### src/rtl/uart_mult_pkg.sv
// Shared types and constants for the UART multiply frame controller.
package uart_mult_pkg;

    // Byte that opens every request frame.
    localparam logic [7:0] MULT_FRAME_HDR = 8'hA5;

    // A frame is the header followed by the two operands.
    localparam int FRAME_BYTES = 3;

    typedef enum logic [2:0] {
        ST_IDLE,
        ST_GET_A,
        ST_GET_B,
        ST_MULT,
        ST_TX_LOAD,
        ST_TX_ACK,
        ST_TX_WAIT
    } mult_frame_state_t;

endpackage

### src/rtl/uart_mult_frame_ctrl_if.sv
// Byte-level links to the UART receiver and transmitter, plus the status
// signals of the multiply frame controller.
interface uart_mult_frame_ctrl_if;

    logic [7:0]  rx_data;
    logic        rx_valid;
    logic        tx_ready;
    logic [7:0]  tx_data;
    logic        tx_start;
    logic [15:0] result;
    logic        result_valid;
    logic        busy;
    logic        frame_err;

    // Environment side: the UART receiver/transmitter and any status consumer.
    modport master (
        output rx_data, rx_valid, tx_ready,
        input  tx_data, tx_start, result, result_valid, busy, frame_err
    );

    // Controller side.
    modport slave (
        input  rx_data, rx_valid, tx_ready,
        output tx_data, tx_start, result, result_valid, busy, frame_err
    );

endinterface

### src/rtl/uart_mult_frame_ctrl_seq_mult.sv
// 8x8 unsigned shift-add multiplier. The start edge performs the first of
// eight iterations, so done pulses exactly 8 cycles after the start cycle
// with product already final.
module seq_mult_8x8 (
    input  logic        clk,
    input  logic        rst,
    input  logic        start,
    input  logic [7:0]  a,
    input  logic [7:0]  b,
    output logic [15:0] product,
    output logic        done
);

    logic [15:0] mcand_q, mcand_d;
    logic [7:0]  mplier_q, mplier_d;
    logic [15:0] acc_q, acc_d;
    logic [2:0]  cnt_q, cnt_d;
    logic        run_q, run_d;
    logic        done_q, done_d;

    // One shift-add iteration per cycle; start loads operands and does iteration 0.
    always_comb begin
        // NOTE: every variable gets a default first so no path leaves it unassigned (no latches).
        mcand_d  = mcand_q;
        mplier_d = mplier_q;
        acc_d    = acc_q;
        cnt_d    = cnt_q;
        run_d    = run_q;
        done_d   = 1'b0;
        if (start) begin
            acc_d    = b[0] ? {8'h00, a} : 16'h0000;
            mcand_d  = {7'h00, a, 1'b0};
            mplier_d = {1'b0, b[7:1]};
            cnt_d    = 3'd1;
            run_d    = 1'b1;
        end else if (run_q) begin
            if (mplier_q[0]) begin
                acc_d = acc_q + mcand_q;
            end
            mcand_d  = {mcand_q[14:0], 1'b0};
            mplier_d = {1'b0, mplier_q[7:1]};
            cnt_d    = cnt_q + 3'd1;
            if (cnt_q == 3'd7) begin
                run_d  = 1'b0;
                done_d = 1'b1;
            end
        end
    end

    // Datapath and control registers with synchronous reset.
    always_ff @(posedge clk) begin
        // NOTE: sequential state uses non-blocking assignments so all flops update together.
        if (rst) begin
            mcand_q  <= '0;
            mplier_q <= '0;
            acc_q    <= '0;
            cnt_q    <= '0;
            run_q    <= 1'b0;
            done_q   <= 1'b0;
        end else begin
            mcand_q  <= mcand_d;
            mplier_q <= mplier_d;
            acc_q    <= acc_d;
            cnt_q    <= cnt_d;
            run_q    <= run_d;
            done_q   <= done_d;
        end
    end

    assign product = acc_q;
    assign done    = done_q;

endmodule

### src/rtl/uart_mult_frame_ctrl.sv
// Parses {HEADER, A, B} frames from the UART receiver, multiplies A*B and
// returns the 16-bit product to the UART transmitter, high byte first.
// Bad headers and stalled frames/handshakes raise a one-cycle frame_err.
module uart_mult_frame_ctrl
    import uart_mult_pkg::*;
#(
    parameter logic [7:0] HEADER         = MULT_FRAME_HDR,
    parameter int         TIMEOUT_CYCLES = 2_000_000,
    localparam int        TO_W           = $clog2(TIMEOUT_CYCLES)
) (
    input  logic                  clk_int,
    input  logic                  uart_reset,
    uart_mult_frame_ctrl_if.slave bus
);

    mult_frame_state_t state_q, state_d;
    logic [7:0]        a_q, a_d;
    logic              byte_sel_q, byte_sel_d;
    logic [TO_W-1:0]   to_cnt_q, to_cnt_d;
    logic [15:0]       result_q, result_d;
    logic              result_valid_q, result_valid_d;
    logic              frame_err_q, frame_err_d;
    logic              tx_start_q, tx_start_d;
    logic [7:0]        tx_data_q, tx_data_d;

    logic              to_expired;
    logic              mult_start;
    logic [15:0]       mult_product;
    logic              mult_done;

    // B goes straight to the multiplier on its arrival cycle.
    assign mult_start = (state_q == ST_GET_B) && bus.rx_valid;

    seq_mult_8x8 u_mult (
        .clk     (clk_int),
        .rst     (uart_reset),
        .start   (mult_start),
        .a       (a_q),
        .b       (bus.rx_data),
        .product (mult_product),
        .done    (mult_done)
    );

    assign to_expired = (to_cnt_q == TO_W'(TIMEOUT_CYCLES - 1));

    // Frame parsing and transmit handshake: next state and registered outputs.
    always_comb begin
        state_d        = state_q;
        a_d            = a_q;
        byte_sel_d     = byte_sel_q;
        result_d       = result_q;
        tx_data_d      = tx_data_q;
        result_valid_d = 1'b0;
        frame_err_d    = 1'b0;
        tx_start_d     = 1'b0;
        unique case (state_q)
            ST_IDLE: begin
                if (bus.rx_valid) begin
                    if (bus.rx_data == HEADER) begin
                        state_d = ST_GET_A;
                    end else begin
                        frame_err_d = 1'b1;
                    end
                end
            end
            ST_GET_A: begin
                // An arriving byte takes priority over a coincident expiry.
                if (bus.rx_valid) begin
                    a_d     = bus.rx_data;
                    state_d = ST_GET_B;
                end else if (to_expired) begin
                    state_d     = ST_IDLE;
                    frame_err_d = 1'b1;
                end
            end
            ST_GET_B: begin
                if (bus.rx_valid) begin
                    state_d = ST_MULT;
                end else if (to_expired) begin
                    state_d     = ST_IDLE;
                    frame_err_d = 1'b1;
                end
            end
            ST_MULT: begin
                if (mult_done) begin
                    result_d       = mult_product;
                    result_valid_d = 1'b1;
                    byte_sel_d     = 1'b0;
                    state_d        = ST_TX_LOAD;
                end
            end
            ST_TX_LOAD: begin
                if (bus.tx_ready) begin
                    tx_start_d = 1'b1;
                    tx_data_d  = byte_sel_q ? result_q[7:0] : result_q[15:8];
                    state_d    = ST_TX_ACK;
                end
            end
            ST_TX_ACK: begin
                // The transmitter dropping ready means it took the byte.
                if (!bus.tx_ready) begin
                    state_d = ST_TX_WAIT;
                end else if (to_expired) begin
                    state_d     = ST_IDLE;
                    frame_err_d = 1'b1;
                end
            end
            ST_TX_WAIT: begin
                if (bus.tx_ready) begin
                    if (!byte_sel_q) begin
                        byte_sel_d = 1'b1;
                        state_d    = ST_TX_LOAD;
                    end else begin
                        state_d = ST_IDLE;
                    end
                end
            end
            default: state_d = ST_IDLE;
        endcase
    end

    // Timeout counter: restarts on every state change, runs only while waiting on a peer.
    always_comb begin
        to_cnt_d = to_cnt_q;
        if (state_d != state_q) begin
            to_cnt_d = '0;
        end else if (state_q inside {ST_GET_A, ST_GET_B, ST_TX_ACK}) begin
            to_cnt_d = to_cnt_q + TO_W'(1);
        end
    end

    // State and output registers with synchronous reset.
    always_ff @(posedge clk_int) begin
        if (uart_reset) begin
            state_q        <= ST_IDLE;
            a_q            <= '0;
            byte_sel_q     <= 1'b0;
            to_cnt_q       <= '0;
            result_q       <= '0;
            result_valid_q <= 1'b0;
            frame_err_q    <= 1'b0;
            tx_start_q     <= 1'b0;
            tx_data_q      <= '0;
        end else begin
            state_q        <= state_d;
            a_q            <= a_d;
            byte_sel_q     <= byte_sel_d;
            to_cnt_q       <= to_cnt_d;
            result_q       <= result_d;
            result_valid_q <= result_valid_d;
            frame_err_q    <= frame_err_d;
            tx_start_q     <= tx_start_d;
            tx_data_q      <= tx_data_d;
        end
    end

    assign bus.tx_data      = tx_data_q;
    assign bus.tx_start     = tx_start_q;
    assign bus.result       = result_q;
    assign bus.result_valid = result_valid_q;
    assign bus.frame_err    = frame_err_q;
    assign bus.busy         = (state_q != ST_IDLE);

endmodule
### src/flat_wrapper.sv
// flat-port wrapper written by rule: the top's interface ports become plain ports
module uart_mult_frame_ctrl_flat import uart_mult_pkg::*;
#(
    parameter logic [7:0] HEADER         = MULT_FRAME_HDR,
    parameter int         TIMEOUT_CYCLES = 2_000_000,
    localparam int        TO_W           = $clog2(TIMEOUT_CYCLES)
)
  (clk_int, uart_reset, bus_rx_data, bus_rx_valid, bus_tx_ready, bus_tx_data, bus_tx_start, bus_result, bus_result_valid, bus_busy, bus_frame_err);
  uart_mult_frame_ctrl_if bus_i ();
  input  logic clk_int;
  input  logic uart_reset;
  input wire logic [$bits(bus_i.rx_data)-1:0] bus_rx_data;
  input wire logic [$bits(bus_i.rx_valid)-1:0] bus_rx_valid;
  input wire logic [$bits(bus_i.tx_ready)-1:0] bus_tx_ready;
  output wire logic [$bits(bus_i.tx_data)-1:0] bus_tx_data;
  output wire logic [$bits(bus_i.tx_start)-1:0] bus_tx_start;
  output wire logic [$bits(bus_i.result)-1:0] bus_result;
  output wire logic [$bits(bus_i.result_valid)-1:0] bus_result_valid;
  output wire logic [$bits(bus_i.busy)-1:0] bus_busy;
  output wire logic [$bits(bus_i.frame_err)-1:0] bus_frame_err;
  assign bus_i.rx_data = bus_rx_data;
  assign bus_i.rx_valid = bus_rx_valid;
  assign bus_i.tx_ready = bus_tx_ready;
  assign bus_tx_data = bus_i.tx_data;
  assign bus_tx_start = bus_i.tx_start;
  assign bus_result = bus_i.result;
  assign bus_result_valid = bus_i.result_valid;
  assign bus_busy = bus_i.busy;
  assign bus_frame_err = bus_i.frame_err;
  uart_mult_frame_ctrl #(.HEADER(HEADER), .TIMEOUT_CYCLES(TIMEOUT_CYCLES)) u_core (.clk_int(clk_int), .uart_reset(uart_reset), .bus(bus_i));
endmodule
### config.mk
export PLATFORM = sky130hd
export DESIGN_NAME = uart_mult_frame_ctrl_flat
export DESIGN_NICKNAME = d
export VERILOG_FILES = /design/src/rtl/uart_mult_pkg.sv /design/src/rtl/uart_mult_frame_ctrl_if.sv /design/src/rtl/uart_mult_frame_ctrl_seq_mult.sv /design/src/rtl/uart_mult_frame_ctrl.sv /design/src/flat_wrapper.sv
export SDC_FILE = /design/constraint.sdc
export NUM_CORES = 1
export LEC_CHECK = 0
export CAP_MARGIN = 20
export CELL_PAD_IN_SITES_DETAIL_PLACEMENT = 1
export CELL_PAD_IN_SITES_GLOBAL_PLACEMENT = 2
export CORE_MARGIN = 2
export CORE_UTILIZATION = 38
export DETAILED_ROUTE_END_ITERATION = 10
export PLACE_DENSITY_LB_ADDON = 0.1
export SLEW_MARGIN = 0
export SYNTH_ARGS = -nofsm -noshare
export SYNTH_HDL_FRONTEND = slang
export SYNTH_SLANG_ARGS = --single-unit
### constraint.sdc
create_clock -name clk_int -period 6.8 [get_ports clk_int]
set_input_delay 1.02 -clock clk_int [delete_from_list [all_inputs] [get_ports clk_int]]
set_output_delay 1.02 -clock clk_int [all_outputs]
set_load 0.01 [all_outputs]
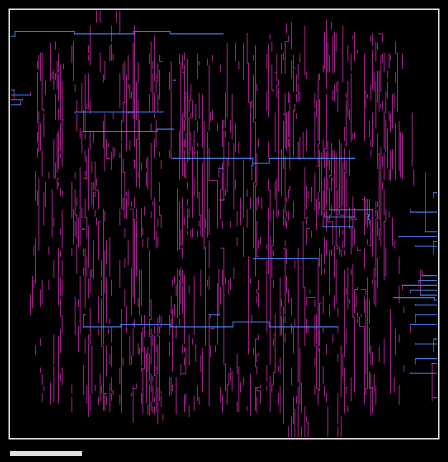
run_1/metal_stack.png
Scale bar: 20 um. Two of the layers only.
magenta -> met2  # wire length 6190 um
blue -> met3  # wire length 419 um

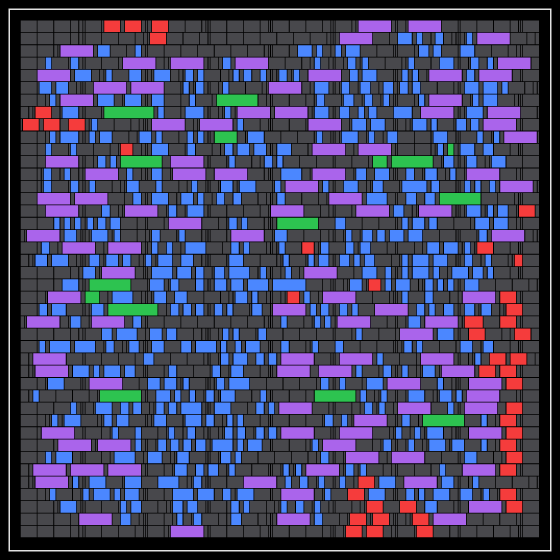
run_1/cell_classes.png
Fill, decap, tap and diode cells in gray.
purple -> flip-flops  # cells 103, share of their area 37%
blue -> all other logic  # cells 464, share of their area 50%
red -> other buffers and delay cells  # cells 44, share of their area 7.6%
green -> clock drivers and dummy loads  # cells 15, share of their area 5.7%

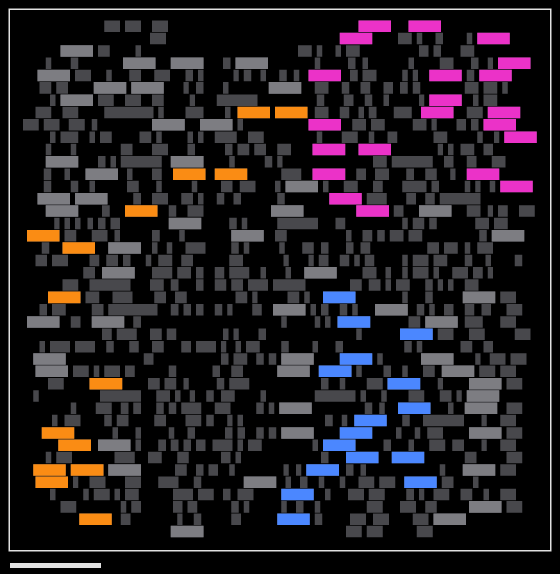
run_1/registers.png
Scale bar: 20 um. Other sequential cells in the stronger gray, the rest of the logic in the fainter gray.
blue -> `u_core.bus.result`  # flops 16
magenta -> `u_core.to_cnt_q`  # flops 21, where north-east
orange -> `u_core.u_mult.mcand_q`  # flops 15

==> flow_metrics.tcl, run 1 <==
# place-and-route summary
set metrics [dict create \
    run_status "finished clean" \
    drt_pass1_iterations 4 \
    report.final.setup_viol 0 \
    yosys.area_share.adder_pct 4.615 \
    clock_tree.root_cell "clkbuf_16" \
    clock_tree.htree_level_count 3 \
    globalRouteMet3Util_pct 4.502 \
    max-clock-path-buffers 2 \
    arrival_ps 3320 \
    drt-initial-drc-count 226 \
    top_area_share_pct 40.89 \
    synth_chip_area_um2 5042 \
    worst_ir_drop_vdd_uv 105.6 \
    top_cell "dfxtp_1" \
    crit_path_start_kind "input pin" \
    net-switching-power_uw 250.5 \
    leakage_power_nw 2.036 \
    regMostFlops "u_core.to_cnt_q" \
    yosys-top-cells-count "dfxtp_1, nand2_1, nor2_1, a21oi_1, mux2i_1" \
    nets 652 \
    synth_nets 630 \
    route.detailed.vias_per_inst 5.399 \
    crit_fanout 21 \
    met2WireLength_mm 6.190 \
    cts_resized 0 \
    synth-simple-area-share_pct 22.58 \
    ant_nets 0 \
    fp_util_pct 38.54 \
    post_layout_min_period_ps 3129 \
    synth_top_flop_cell "dfxtp_1" \
    max_cap_viol_count 0 \
    xor_area_share_pct 4.342 \
]
## run 1: worst register-to-register path, cell delays in order, from the launching register on
cell       delay (ps)
dfxtp_1           380
ha_1              260
nand4_1           110
or4_4             440
or3_1             400
a221o_1           360
o2111ai_2         760
nor2_1            140
## run 1: path summary, 6_finish.rpt
| check | startpoint | to | cells after the start |
|---|---|---|---|
| max | bus_tx_ready | u_core.to_cnt_q[14] | 7 |
| min | u_core.bus.result[11] | u_core.bus.result[11] | 2 |
| max reg2reg | u_core.to_cnt_q[0] | u_core.to_cnt_q[14] | 7 |
| min reg2reg | u_core.bus.result[11] | u_core.bus.result[11] | 2 |
## run 1: area by class of cell
class                   instances  area (um2)
clock buffers                  11       242.7
clock inverters                 4       77.57
fillers                      1540        7234
inverters                      13       48.80
multi-input cells             451        2773
flip-flops and latches        103        2062
well taps                     176       220.2
repair buffers                 44       426.7
## run 1: placed cells by master (no fill, tap or decap), drive strengths merged, types with 2 or more instances in the layout
master / synthesis / layout
dfxtp: 103 / 103
nand2: 81 / 81
nor2: 70 / 70
a21oi: 46 / 46
clkdlybuf4s50: 0 / 38
mux2i: 35 / 35
a211oi: 27 / 27
nand3: 25 / 25
o21ai: 21 / 21
xor2: 18 / 18
ha: 17 / 17
inv: 13 / 14
nor3: 13 / 13
clkbuf: 23 / 11
nand4: 9 / 9
nand2b: 8 / 8
and3: 8 / 8
xnor2: 7 / 7
a31oi: 6 / 6
buf: 10 / 6
or3: 5 / 5
o21a: 4 / 4
o211ai: 4 / 4
nor2b: 3 / 3
and2: 3 / 3
nand3b: 3 / 3
nor4: 3 / 3
and4: 3 / 3
nand4bb: 2 / 2
nor3b: 2 / 2
o21bai: 2 / 2
a211o: 2 / 2
a21o: 2 / 2
o311ai: 2 / 2
bufinv: 0 / 2
and2b: 2 / 2
## Run 2: what changed since run 1
--- a/config.mk
+++ b/config.mk
@@ -9,7 +9,7 @@
 export CELL_PAD_IN_SITES_DETAIL_PLACEMENT = 1
 export CELL_PAD_IN_SITES_GLOBAL_PLACEMENT = 2
 export CORE_MARGIN = 2
-export CORE_UTILIZATION = 38
+export CORE_UTILIZATION = 32
 export DETAILED_ROUTE_END_ITERATION = 10
 export PLACE_DENSITY_LB_ADDON = 0.1
 export SLEW_MARGIN = 0
==> constraint.sdc (replaced) <==
create_clock -name clk_int -period 2.5 [get_ports clk_int]
set_input_delay 0.375 -clock clk_int [delete_from_list [all_inputs] [get_ports clk_int]]
set_output_delay 0.375 -clock clk_int [all_outputs]
set_load 0.01 [all_outputs]
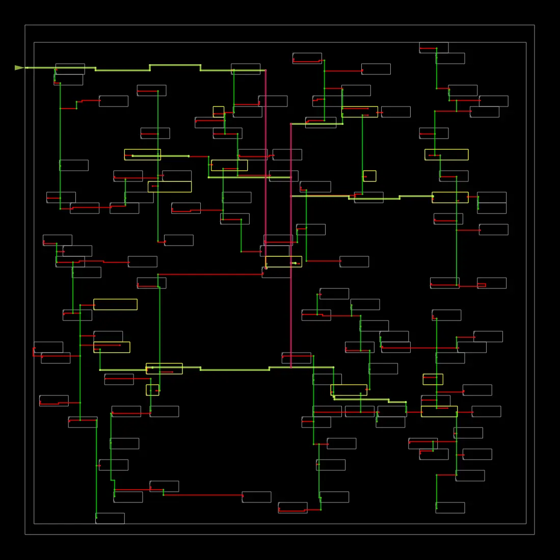
run_2/final_clocks.png
clkbuf count: 10
Skew-Pair Late Insertion Delay: 360 ps

==> flow_metrics.tcl, run 2 <==
# place-and-route summary
set metrics [dict create \
    clock_tree.root_cell "clkbuf_16" \
    report.final.setup_viol 0 \
    mappedNetlistArea_um2 5042 \
    crit_fanout 5 \
    route.detailed.vias_per_inst 5.162 \
    top_cell "dfxtp_1" \
    synth_chip_area_um2 5042 \
    max-clock-path-buffers 2 \
    post_layout_min_period_ps 2489 \
    layout_top_cells_excl_fill_tap "dfxtp_1, nand2_1, nor2_1" \
    crit_path_start_kind "flop" \
    antenna_cells_inserted 0 \
    regMostFlops "u_core.to_cnt_q" \
    max_cap_viol_count 0 \
    drt_pass1_iterations 4 \
    synth_nets 630 \
    synth_top_flop_cell "dfxtp_1" \
    worst_ir_drop_vdd_uv 403.2 \
    nets 674 \
    timing.final.ws_setup_ps 11.38 \
    ant_nets 0 \
    top_area_share_pct 40.89 \
    fp_util_pct 32.92 \
    final_layout_top_logic_cell "dfxtp_1" \
    yosys-top-cells-count "dfxtp_1, nand2_1, nor2_1, a21oi_1, mux2i_1" \
    arrival_ps 2740 \
    leakage_power_nw 2.181 \
    synth-edff-count 0 \
    clock_tree.htree_level_count 3 \
    run_status "finished clean" \
]
[run 2: cell counts after synthesis]
Identical to the previous run, type by type.
[run 2: cell type report]
type / instances / area (um2)
Fill cell: 1847 / 9126
Multi-Input combinational cell: 451 / 2818
Sequential cell: 103 / 2064
Timing Repair Buffer: 66 / 639.4
Tap cell: 211 / 264.0
Clock buffer: 10 / 239.0
Clock inverter: 6 / 115.1
Inverter: 13 / 48.80
[run 2: worst paths after layout]
check,slack (ps),depth (start not counted),endpoint,startpoint
setup reg to reg,10,8,u_core.to_cnt_q[13],u_core.to_cnt_q[0]
hold / removal,270,2,u_core.u_mult.product[3],uart_reset
hold reg to reg,460,2,u_core.u_mult.product[0],u_core.u_mult.product[0]
setup / recovery,10,8,u_core.to_cnt_q[13],u_core.to_cnt_q[0]
[run 2: metal layers]
metal / routed length (um) / vias up / GRT usage [%]
li1: - / 2208 / -
met1: 7489 / 2166 / 25.09
met2: 6583 / 56 / 28.51
met3: 445 / 9 / 4.253
met4: 155 / 0 / 4.111
met5: 0 / - / 0
[run 2: logic make-up (layout without fill, tap and decap cells)]
| family | after synthesis | after routing | share of synthesized area [%] |
|---|---|---|---|
| compound gates | 130 | 130 | 16.50 |
| fa+ha+maj | 18 | 18 | 4.615 |
| buf+inv | 46 | 95 | 4.119 |
| xor+xnor | 25 | 25 | 4.342 |
| flops | 103 | 103 | 40.89 |
| simple gates | 243 | 243 | 22.58 |
| mux | 35 | 35 | 6.948 |
[run 2: what timing repair did]
action,4_1_cts,5_1_grt
hold buffers,0,0
resized,0,12
setup buffers,0,3
setup endpoints to repair,0,21
[run 2: power breakdown]
part           switching, mW  leakage [nW]  internal, mW
clock network          0.671         0.169          1.01
registers           0.000572         0.830          1.64
logic                 0.0563          1.18        0.0430
total                  0.728          2.18          2.70
## Run 3: what changed since run 2
--- a/config.mk
+++ b/config.mk
@@ -11,6 +11,7 @@
 export CORE_MARGIN = 2
 export CORE_UTILIZATION = 32
 export DETAILED_ROUTE_END_ITERATION = 10
+export GPL_TIMING_DRIVEN = 0
 export PLACE_DENSITY_LB_ADDON = 0.1
 export SLEW_MARGIN = 0
 export SYNTH_ARGS = -nofsm -noshare
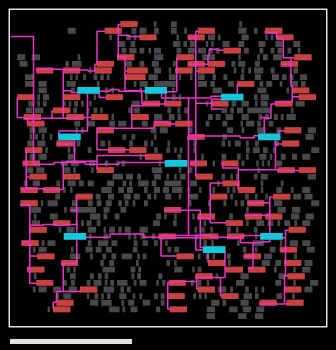
run_3/clock_map.png
Scale bar: 50 um.
magenta -> clock wires  # length 1490 um
cyan -> cells driving clock nets  # count 9
red -> flip-flops  # count 103
flops lie = all over the die
routed clock nets = 10

==> flow_metrics.tcl, run 3 <==
# place-and-route summary
set metrics [dict create \
    run_status "finished clean" \
    clock_tree.root_cell "clkbuf_16" \
    synth_chip_area_um2 5042 \
    globalRouteMet3Util_pct 4.294 \
    powerComb_uw 93.7 \
    ant_nets 0 \
    net-switching-power_uw 712.5 \
    sequentialPowerShare_pct 51.4 \
    max-clock-path-buffers 2 \
    timing.final.ws_setup_ps 20.09 \
    synth_nets 630 \
    cellInternalPower_mw 2.477 \
    final_layout_top_logic_cell "dfxtp_1" \
    cts_hold_repair.buffers 0 \
    top_area_share_pct 40.89 \
    yosys-top-cells-count "dfxtp_1, nand2_1, nor2_1, a21oi_1, mux2i_1" \
    share_comb_of_total_power_pct 2.9 \
    fp_util_pct 32.92 \
    leakage_power_nw 2.111 \
    arrival_ps 2740 \
    wl_met1_mm 7.737 \
    seqCellArea_um2 2069 \
    combGateArea_um2 2829 \
    p_sw_share_pct 22.34 \
    drt_pass1_iterations 4 \
    clk-power_mw 1.46 \
    seq-power_mw 1.64 \
    global_route.usage.met2_pct 28.85 \
    worst_ir_drop_vdd_uv 339.7 \
    layout_top_cells_excl_fill_tap "dfxtp_1, nand2_1, nor2_1" \
    route.detailed.vias_per_inst 5.129 \
    crit_fanout 5 \
    post_layout_min_period_ps 2480 \
    num-fill-cells 1831 \
    top_power_group "registers" \
]
==> run 3: netlist changes by cell type in the layout (fill, tap and decap cells not counted), sizes merged <==
cell    previous run  this run
buf               26        18
clkinv             1         2
bufinv             3         1
clkbuf            12        34
==> run 3: area by class of cell <==
type,instances,share of cell area (%)
inverter,13,0.7975
sequential,103,33.82
clock inverter,5,0.9202
clock buffer,11,3.967
timing repair buffer,46,7.321
tap,211,4.315
multi-input combinational,451,46.24
buffer,33,2.618
==> run 3: repair_timing <==
action | 4_1_cts | 5_1_grt
buffers inserted | 0 | 6
pin swaps | 0 | 8
resized | 4 | 18
cloned | 0 | 2
endpoints found under the setup margin | 20 | 25
==> run 3: final timing paths <==
check	cells past startpoint	start	slack [ps]	endpoint
setup / recovery	8	u_core.to_cnt_q[0]	20	u_core.to_cnt_q[2]
hold reg to reg	2	u_core.u_mult.product[0]	460	u_core.bus.result[0]
hold / removal	2	u_core.u_mult.product[0]	460	u_core.bus.result[0]
setup reg to reg	8	u_core.to_cnt_q[0]	20	u_core.to_cnt_q[2]
==> run 3: through the flow <==
step                power (mW)  util [%]  area, um2
floorplan                1.719         -       5042
global placement         1.765     37.13       5687
detailed placement       1.766     37.13       5687
CTS                      3.238     39.25       6011
global route             3.318     39.95       6118
finish                   3.189     39.95       6118
==> run 3: cell families after synthesis <==
kind of cell             Yosys count  synth area share, %
multiplexers                      35                6.948
flip-flops                       103                40.89
adder cells (fa/ha/maj)           18                4.615
AND/OR/NAND/NOR                  243                22.58
AND-OR/OR-AND                    130                16.50
XOR/XNOR                          25                4.342
buffers and inverters             46                4.119
==> run 3: worst reg2reg max path: cells and delay by family, from the launching register on <==
kind / cells / cell delay (ps)
buf+inv: 1 / 190
simple gates: 4 / 950
flops: 1 / 380
compound gates: 2 / 690
fa+ha+maj: 1 / 160
Power and IR drop assume default switching activity.
